### src/rtl/instr_issue_if.sv
// rtl/instr_issue_if.sv - instruction memory read port and decoded-op handshake bundle
interface instr_issue_if;
    logic        imem_rd;
    logic [7:0]  imem_addr;
    logic [15:0] imem_data;
    logic [7:0]  opcode;
    logic [3:0]  rd_idx;
    logic [3:0]  rs_idx;
    logic        op_valid;
    logic        op_ready;

    modport master (
        output imem_rd, imem_addr, opcode, rd_idx, rs_idx, op_valid,
        input  imem_data, op_ready
    );

    modport slave (
        input  imem_rd, imem_addr, opcode, rd_idx, rs_idx, op_valid,
        output imem_data, op_ready
    );
endinterface

### src/rtl/instr_issue.sv
// rtl/instr_issue.sv - fetch/decode/issue sequencer; define INSTR_ISSUE_ILLEGAL_TRAP_EN to halt on illegal opcodes
module instr_issue (
    input  logic           clk,
    input  logic           rst,
    input  logic           start,
    instr_issue_if.master  bus,
    output logic [7:0]     pc,
    output logic           halted,
    output logic [15:0]    issued_cnt
);

    localparam logic [2:0] S_IDLE  = 3'd0;
    localparam logic [2:0] S_FETCH = 3'd1;
    localparam logic [2:0] S_WAIT  = 3'd2;
    localparam logic [2:0] S_ISSUE = 3'd3;
    localparam logic [2:0] S_HALT  = 3'd4;

    localparam logic [7:0] OP_LAST_LEGAL = 8'h04;
    localparam logic [7:0] OP_HALT       = 8'hFF;

    logic [2:0]  state;
    logic [15:0] instr;
    logic [7:0]  mem_op;
    logic        mem_legal;
    logic        mem_halt;

    // Classify the word arriving from memory so the WAIT_MEM exit is known at capture time.
    assign mem_op    = bus.imem_data[15:8];
    assign mem_legal = (mem_op <= OP_LAST_LEGAL);
    assign mem_halt  = (mem_op == OP_HALT);

    always_ff @(posedge clk) begin
        if (rst) begin
            state      <= S_IDLE;
            pc         <= 8'h00;
            issued_cnt <= 16'h0000;
            instr      <= 16'h0000;
        end else begin
            case (state)
                S_IDLE: begin
                    if (start) begin
                        state <= S_FETCH;
                    end
                end
                S_FETCH: begin
                    state <= S_WAIT;
                end
                S_WAIT: begin
                    instr <= bus.imem_data;
                    if (mem_legal) begin
                        state <= S_ISSUE;
                    end else if (mem_halt) begin
                        state <= S_HALT;
                    end else begin
`ifdef INSTR_ISSUE_ILLEGAL_TRAP_EN
                        state <= S_HALT;
`else
                        pc    <= pc + 8'd1;
                        state <= S_FETCH;
`endif
                    end
                end
                S_ISSUE: begin
                    if (bus.op_ready) begin
                        pc    <= pc + 8'd1;
                        state <= S_FETCH;
                        if (issued_cnt != 16'hFFFF) begin
                            issued_cnt <= issued_cnt + 16'd1;
                        end
                    end
                end
                S_HALT: begin
                    state <= S_HALT;
                end
                default: begin
                    state <= S_IDLE;
                end
            endcase
        end
    end

    // Fields come straight from the instruction register, so they cannot move while offered.
    assign bus.imem_rd   = (state == S_FETCH);
    assign bus.imem_addr = pc;
    assign bus.opcode    = instr[15:8];
    assign bus.rd_idx    = instr[7:4];
    assign bus.rs_idx    = instr[3:0];
    assign bus.op_valid  = (state == S_ISSUE);
    assign halted        = (state == S_HALT);

endmodule

### src/flat_wrapper.sv
// flat-port wrapper written by rule: the top's interface ports become plain ports
module instr_issue_flat 
  (clk, rst, start, pc, halted, issued_cnt, bus_imem_rd, bus_imem_addr, bus_opcode, bus_rd_idx, bus_rs_idx, bus_op_valid, bus_imem_data, bus_op_ready);
  instr_issue_if bus_i ();
  input  logic clk;
  input  logic rst;
  input  logic start;
  output logic [7:0] pc;
  output logic halted;
  output logic [15:0] issued_cnt;
  output wire logic [$bits(bus_i.imem_rd)-1:0] bus_imem_rd;
  output wire logic [$bits(bus_i.imem_addr)-1:0] bus_imem_addr;
  output wire logic [$bits(bus_i.opcode)-1:0] bus_opcode;
  output wire logic [$bits(bus_i.rd_idx)-1:0] bus_rd_idx;
  output wire logic [$bits(bus_i.rs_idx)-1:0] bus_rs_idx;
  output wire logic [$bits(bus_i.op_valid)-1:0] bus_op_valid;
  input wire logic [$bits(bus_i.imem_data)-1:0] bus_imem_data;
  input wire logic [$bits(bus_i.op_ready)-1:0] bus_op_ready;
  assign bus_imem_rd = bus_i.imem_rd;
  assign bus_imem_addr = bus_i.imem_addr;
  assign bus_opcode = bus_i.opcode;
  assign bus_rd_idx = bus_i.rd_idx;
  assign bus_rs_idx = bus_i.rs_idx;
  assign bus_op_valid = bus_i.op_valid;
  assign bus_i.imem_data = bus_imem_data;
  assign bus_i.op_ready = bus_op_ready;
  instr_issue u_core (.clk(clk), .rst(rst), .start(start), .bus(bus_i), .pc(pc), .halted(halted), .issued_cnt(issued_cnt));
endmodule
### config.mk
export PLATFORM = sky130hd
export DESIGN_NAME = instr_issue_flat
export DESIGN_NICKNAME = d
export VERILOG_FILES = /design/src/rtl/instr_issue_if.sv /design/src/rtl/instr_issue.sv /design/src/flat_wrapper.sv
export SDC_FILE = /design/constraint.sdc
export NUM_CORES = 1
export LEC_CHECK = 0
export ABC_AREA = 1
export CORE_AREA = 2 2 73 75
export CTS_BUF_LIST = sky130_fd_sc_hd__clkbuf_4
export DETAILED_ROUTE_END_ITERATION = 12
export DIE_AREA = 0 0 75 77
export PLACE_DENSITY = 0.8
export SLEW_MARGIN = 20
export SYNTH_ARGS = -nofsm -noshare
export SYNTH_HDL_FRONTEND = slang
export SYNTH_SLANG_ARGS = --single-unit
export TNS_END_PERCENT = 100
### constraint.sdc
create_clock -name clk -period 2 [get_ports clk]
set_input_delay 0.6 -clock clk [delete_from_list [all_inputs] [get_ports clk]]
set_output_delay 0.6 -clock clk [all_outputs]
set_load 0.05 [all_outputs]
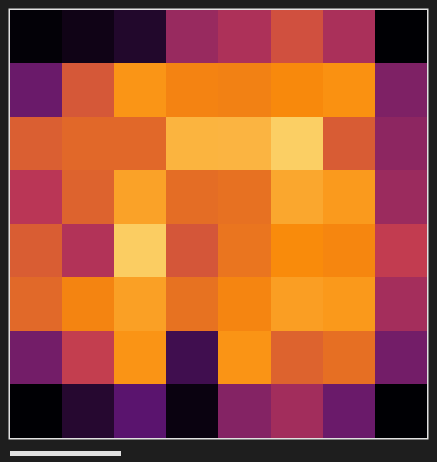
Run 1: cell density map
Scale bar: 20 um. The die is cut into 8 by 8 equal tiles; black is low, pale yellow is high, 0 to 100% covered.
nearly empty tiles = 6.2%
tiles over 75% full = 22%
densest ninth of the die = centre
fullest tile = 90%
mean over tiles = 53%

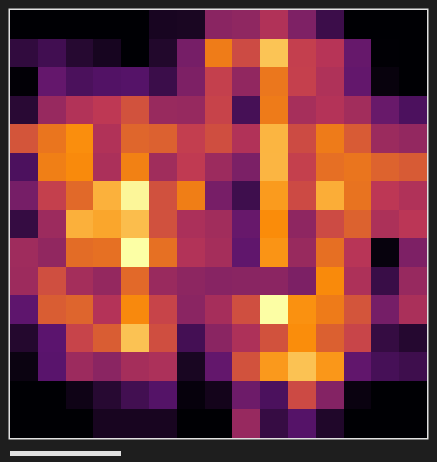
Run 1: wire density map
Scale bar: 20 um. The die is cut into 15 by 15 equal tiles; black is low, pale yellow is high, scaled to the fullest tile. Values are wire area over tile area, all layers added.
mean over tiles = 0.16
densest ninth of the die = middle left
fullest tile = 0.40

==> flow_summary.ini, run 1 <==
; physical design summary
[run_status]
status = finished clean

[finish]
final.fill_count = 456
seq-cell-share = 0.272
clock_area_frac = 0.0332
layout_top_cell = nand2_1
comb_area_frac = 0.381
final-nonclk-buf-share = 0.247
post-route-util = 0.636
n_antenna_cell = 0
inv_count = 33
dominant_cells = multi-input combinational cells
comb_cells = 251

[power_and_ir_drop]
powerDensity_nw_per_um2 = 607
p_leak_nw = 1.27

[setup_path]
max_stage_delay_ps = 380
critPathTopFamily = flip-flops
startpoint_type = flop
endpoint_kind = output port

[floorplan]
io-pin-count = 71
dieArea_um2 = 5780

[global_route]
use_met1 = 0.251
grt_start_max_net_pins = 19
use_met3 = 0.0407

[logic_synthesis]
synthesis.area_um2 = 2310
async_reset_ff_frac = 0
syn-num-nets = 367
numSynthFlops = 43
netlist.area_leader.share = 0.373
yosys_warnings = 0
common_cells = nand2_1 (107), dfxtp_1 (43), nor2_1 (37)

[clock_tree]
postCtsHoldBufs = 0
cts_tree = done
clk_latency_ps = 350

[routing]
dr.first_iter.drc_count = 141
wl_met2_mm = 2.91
ant_nets = 0
drt-vias-per-instance = 4.90
drc_errors = 0

[timing]
max_slew_margin = 0.708
skew_ps = 21.2

[placement]
io_buffers = 70
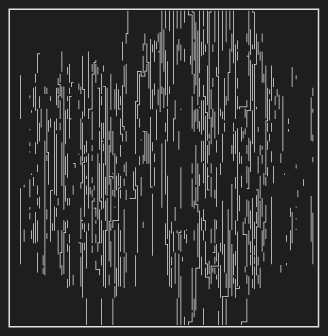
Run 1: metal 2
share of all routed wire = 50%
longest straight run = 32.6 um
wire length on this layer = 2,910 um
GRT met2 Usage: 0.354
via count: 2,405
drt total wl: 5.84 mm

[run 1: metrics by stage]
stage               area (um2)  instances
floorplan                 2310        345
global placement          3060        483
detailed placement        3060        483
CTS                       3170        491
global route              3170        491
finish                    3170        491
[run 1: final timing paths]
path | from | to | slack, ps | depth (start not counted)
hold reg to reg | u_core.instr[2] | u_core.instr[2] | 480 | 2
setup reg to reg | u_core.issued_cnt[0] | u_core.issued_cnt[15] | 290 | 9
hold / removal | u_core.instr[2] | u_core.instr[2] | 480 | 2
setup / recovery | u_core.state[1] | bus_imem_rd | 160 | 4
[run 1: report_power, final]
part	switching [mW]	total, mW	leakage, nW	internal, mW
logic	0.202	0.327	0.865	0.125
clock network	0.289	0.693	0.0559	0.404
registers	0.0187	0.901	0.348	0.882
total	0.509	1.92	1.27	1.41
Run 1, track usage over the die:
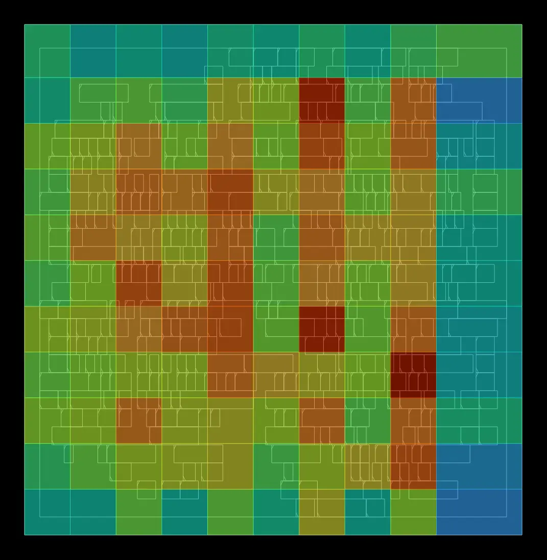

==> run 2: changes to the inputs <==
Settings changed: GPL_ROUTABILITY_DRIVEN from default to 0, RECOVER_POWER from default to 25.
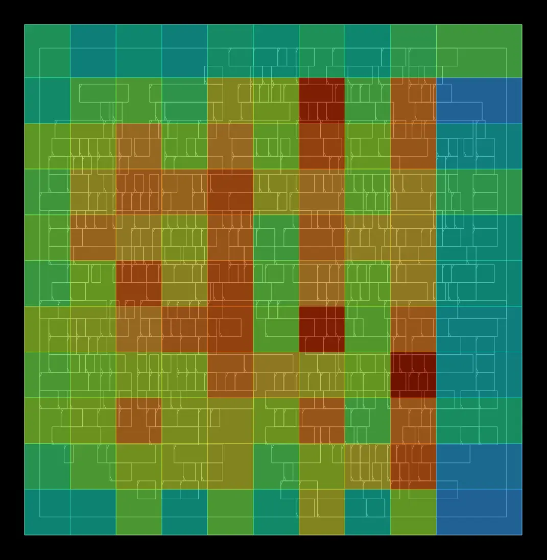
Run 2: track usage over the die
M3 GR Usage: 0.0407
GR met1 Demand/Resource: 0.251
gr usage total: 0.205
DR WL/cell: 11.9 um
GRT Max-Usage Layer: met2

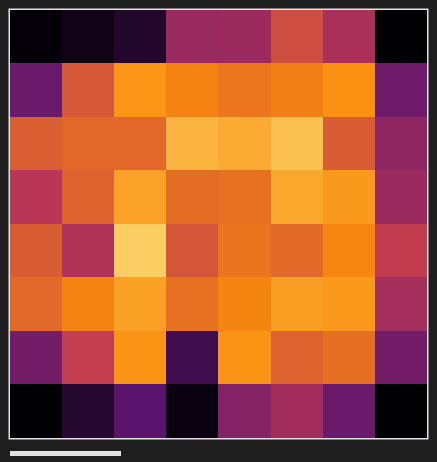
Run 2: cell density map
Scale bar: 20 um. The die is cut into 8 by 8 equal tiles; black is low, pale yellow is high, 0 to 100% covered.
tiles over 75% full = 22%
mean over tiles = 53%
nearly empty tiles = 6.2%
densest ninth of the die = centre
core area: 4980 um2
Pre-Place Util: 0.464
final core occ: 0.630

==> flow_summary.ini, run 2 <==
; physical design summary
[setup_path]
r2r_setup_slack_ps = 150
startpoint_type = flop
endpoint_kind = flop
r2r_end = u_core.bus.imem_addr[3]
r2r-start = u_core.state[2]
rr_worst_depth = 8

[power_and_ir_drop]
sw_frac_of_total = 0.266
powerDensity_nw_per_um2 = 609
power_clock_mw = 0.693
combPwrFrac = 0.167
power_top_consumer = sequential cells
p_comb_mw = 0.319
p_sw_mw = 0.508
p_int_mw = 1.40
p_leak_nw = 1.24
seq_power_share = 0.471

[logic_synthesis]
ys_seq_frac = 0.373
largest_area_cell = dfxtp_1
syn-num-nets = 367
yosys_warnings = 0
netlist.area_leader.share = 0.373
common_cells = nand2_1 (107), dfxtp_1 (43), nor2_1 (37)
synthesis.area_um2 = 2310
async_reset_ff_frac = 0

[floorplan]
io-pin-count = 71
dieArea_um2 = 5780

[routing]
finalWirelength_mm = 5.84
drt-vias-per-instance = 4.90
drc_errors = 0
num_vias = 2405
dr.first_iter.drc_count = 144
wl_met2_mm = 2.92

[global_route]
grt_overflow = 0
grt_start_max_net_pins = 19
grt_use_met2 = 0.354

[finish]
comb_cells = 251
layout_top_cell = nand2_1
final_area_um2 = 3140
final-nonclk-buf-share = 0.242
drive_above_1_share = 0.228
n_antenna_cell = 0
dominant_cells = multi-input combinational cells
final.fill_count = 464
clock_area_frac = 0.0335
inv_count = 33
seq-cell-share = 0.274

[min_path]
min_path_cells = 2
whs_endpoint = u_core.instr[12]
hp-start = u_core.instr[12]

[placement]
placed_area_um2 = 3060
dp.cells = 483

[timing]
skew_ps = 21.2
max_slew_margin = 0.517

[clock_tree]
path_clk_slew_ps = 140
postCtsHoldBufs = 0
clk_latency_ps = 350
cts_tree = done

[run_status]
status = finished clean
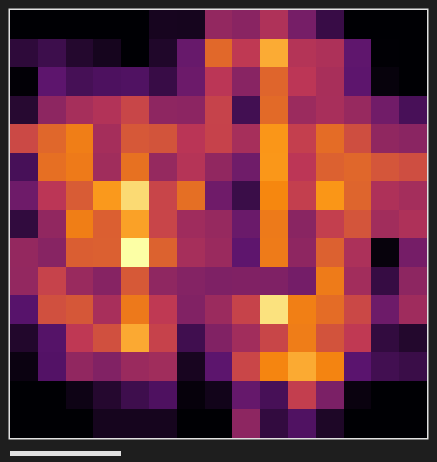
Run 2: wire density map
Scale bar: 20 um. The die is cut into 15 by 15 equal tiles; black is low, pale yellow is high, scaled to the fullest tile. Values are wire area over tile area, all layers added.
nearly empty tiles = 12%
densest ninth of the die = middle left
fullest tile = 0.43
mean over tiles = 0.16
tiles over half the peak = 32%

==> run 2: cell counts after synthesis <==
No cell type changed its count.
==> run 2: worst max path at each step <==
stage | to | startpoint | slack, ps | cells past startpoint
finish | u_core.bus.imem_addr[3] | u_core.state[2] | 150 | 8
global route | u_core.instr[15] | u_core.state[2] | 40 | 7
CTS | bus_op_valid | u_core.state[1] | 150 | 3
detailed placement | u_core.bus.imem_addr[7] | bus_imem_data[11] | -70 | 7
global placement | u_core.bus.imem_addr[3] | bus_imem_data[11] | -50 | 7
floorplan | u_core.issued_cnt[2] | u_core.issued_cnt[1] | 140 | 10
==> run 2: worst max-delay path, cell delays in order (launching register included) <==
cell,delay [ps]
dfxtp_1,400
inv_1,90
nand3_1,90
clkbuf_1,560
inv_2,120
nand3_4,170
nand2_2,150
nand2_1,90
a21oi_1,60
Run 2, signal wires on met1:
Scale bar: 20 um.
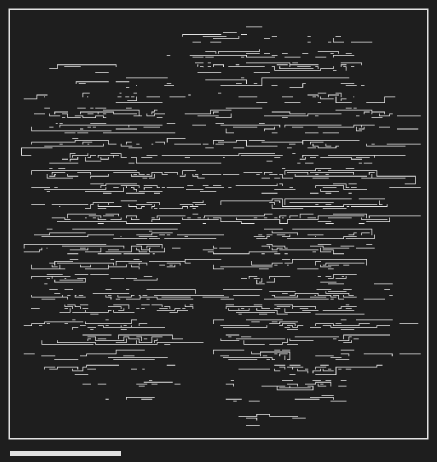

==> run 3: changes to the inputs <==
Settings changed: CAP_MARGIN from default to 10, CORE_AREA 2 2 73 75 to 2 2 74 76, CTS_BUF_LIST sky130_fd_sc_hd__clkbuf_4 to sky130_fd_sc_hd__clkbuf_8 sky130_fd_sc_hd__clkbuf_16, DIE_AREA 0 0 75 77 to 0 0 76 78, PLACE_DENSITY 0.8 to 0.78, SKIP_LAST_GASP from default to 1.
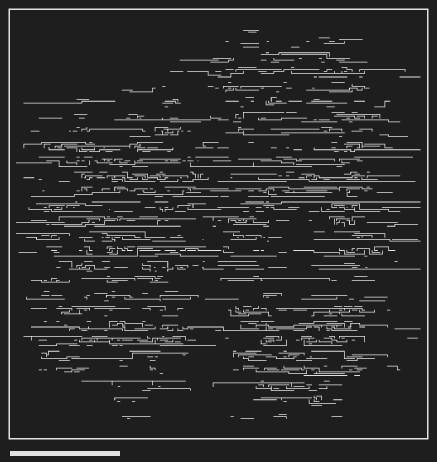
Run 3: signal wires on met1
Scale bar: 20 um.
wire length on this layer = 2,570 um
longest straight run = 25.3 um
nets with wire on the layer = 383
main direction = horizontal
share of all routed wire = 46%

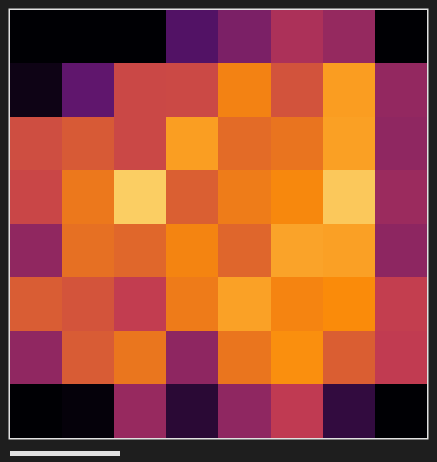
Run 3: cell density map
Scale bar: 20 um. The die is cut into 8 by 8 equal tiles; black is low, pale yellow is high, 0 to 100% covered.
fullest tile = 89%
emptiest ninth of the die = upper left
mean over tiles = 50%
tiles over 75% full = 14%
nearly empty tiles = 11%

==> flow_summary.ini, run 3 <==
; physical design summary
[run_status]
status = finished clean

[floorplan]
core-area_um2 = 5040
initCoreUtil = 0.458
dieArea_um2 = 5930
io-pin-count = 71

[finish]
layout_top_cell = nand2_1
comb_area_frac = 0.393
final_area_um2 = 3070
clock_area_frac = 0.0277
final.fill_count = 486
final-nonclk-buf-share = 0.230
comb_cells = 251
inv_count = 33
dominant_cells = multi-input combinational cells
stdcell_count = 484
drive_above_1_share = 0.205

[power_and_ir_drop]
p_leak_nw = 1.19
powerDensity_nw_per_um2 = 572

[setup_path]
r2r_end = u_core.instr[15]
path_depth = 7
max_stage_delay_ps = 450
endpoint_kind = flop
r2r-start = u_core.state[2]
cp_cell_sequence = clkdlybuf4s50_1, or2_1, nor2_1, nand3_4, nand2_2, nand2_1, a21oi_1
crit_path_end = u_core.bus.imem_addr[3]
rr_worst_depth = 6
crit_buf_inv = 1
crit_start = bus_imem_data[12]
startpoint_type = input pin
critPathTopFamily = simple AND/OR/NAND/NOR gates

[routing]
ant_nets = 0
drc_errors = 0
routedWlPerCell_um = 11.6
dr.first_iter.drc_count = 121
drt-vias-per-instance = 4.97

[placement]
dp.cells = 476

[logic_synthesis]
netlist.area_leader.share = 0.373
synthesis.area_um2 = 2310
syn-num-nets = 367
largest_area_cell = dfxtp_1
ys_seq_frac = 0.373

[global_route]
grt_start_max_net_pins = 21
grt_use_total = 0.200
gr-max-usage-layer = met2

[clock_tree]
path_clk_slew_ps = 90
clk_latency_ps = 300
postCtsHoldBufs = 0

[min_path]
hp-start = u_core.instr[12]
whs_endpoint = u_core.instr[12]
min_path_cells = 2

[timing]
skew_ps = 8.34
max_slew_margin = 0.503
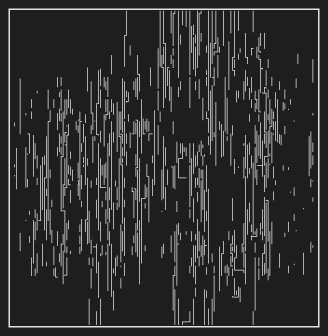
Run 3: metal 2
share of all routed wire = 47%
main direction = vertical
nets with wire on the layer = 343
wire length on this layer = 2,620 um
longest straight run = 24.5 um
GRT met2 Usage: 0.332
via count: 2,406
drt total wl: 5.59 mm

[run 3: per-layer routing]
metal  vias up  wire (um)
met2        72       2620
met3         6        331
met1      1101       2570
met4         0         72
li1       1227          -
met5         -          0
[run 3: where the power goes]
| group | switching [mW] | internal [mW] | total [mW] |
|---|---|---|---|
| Sequential | 0.0171 | 0.881 | 0.898 |
| Combinational | 0.198 | 0.112 | 0.311 |
| Clock | 0.309 | 0.239 | 0.549 |
[run 3: metrics by stage]
stage | power, mW | util | setup slack (ps)
final | 1.76 | 0.609 | 211
after global routing | 1.84 | 0.609 | 34.9
after CTS | 1.79 | 0.616 | 157
after detailed placement | 1.24 | 0.599 | -89.9
after global placement | 1.23 | 0.599 | -50.1
after floorplan | 1.11 | - | 135
No activity file was given, so power comes from the tool's default toggle rates.
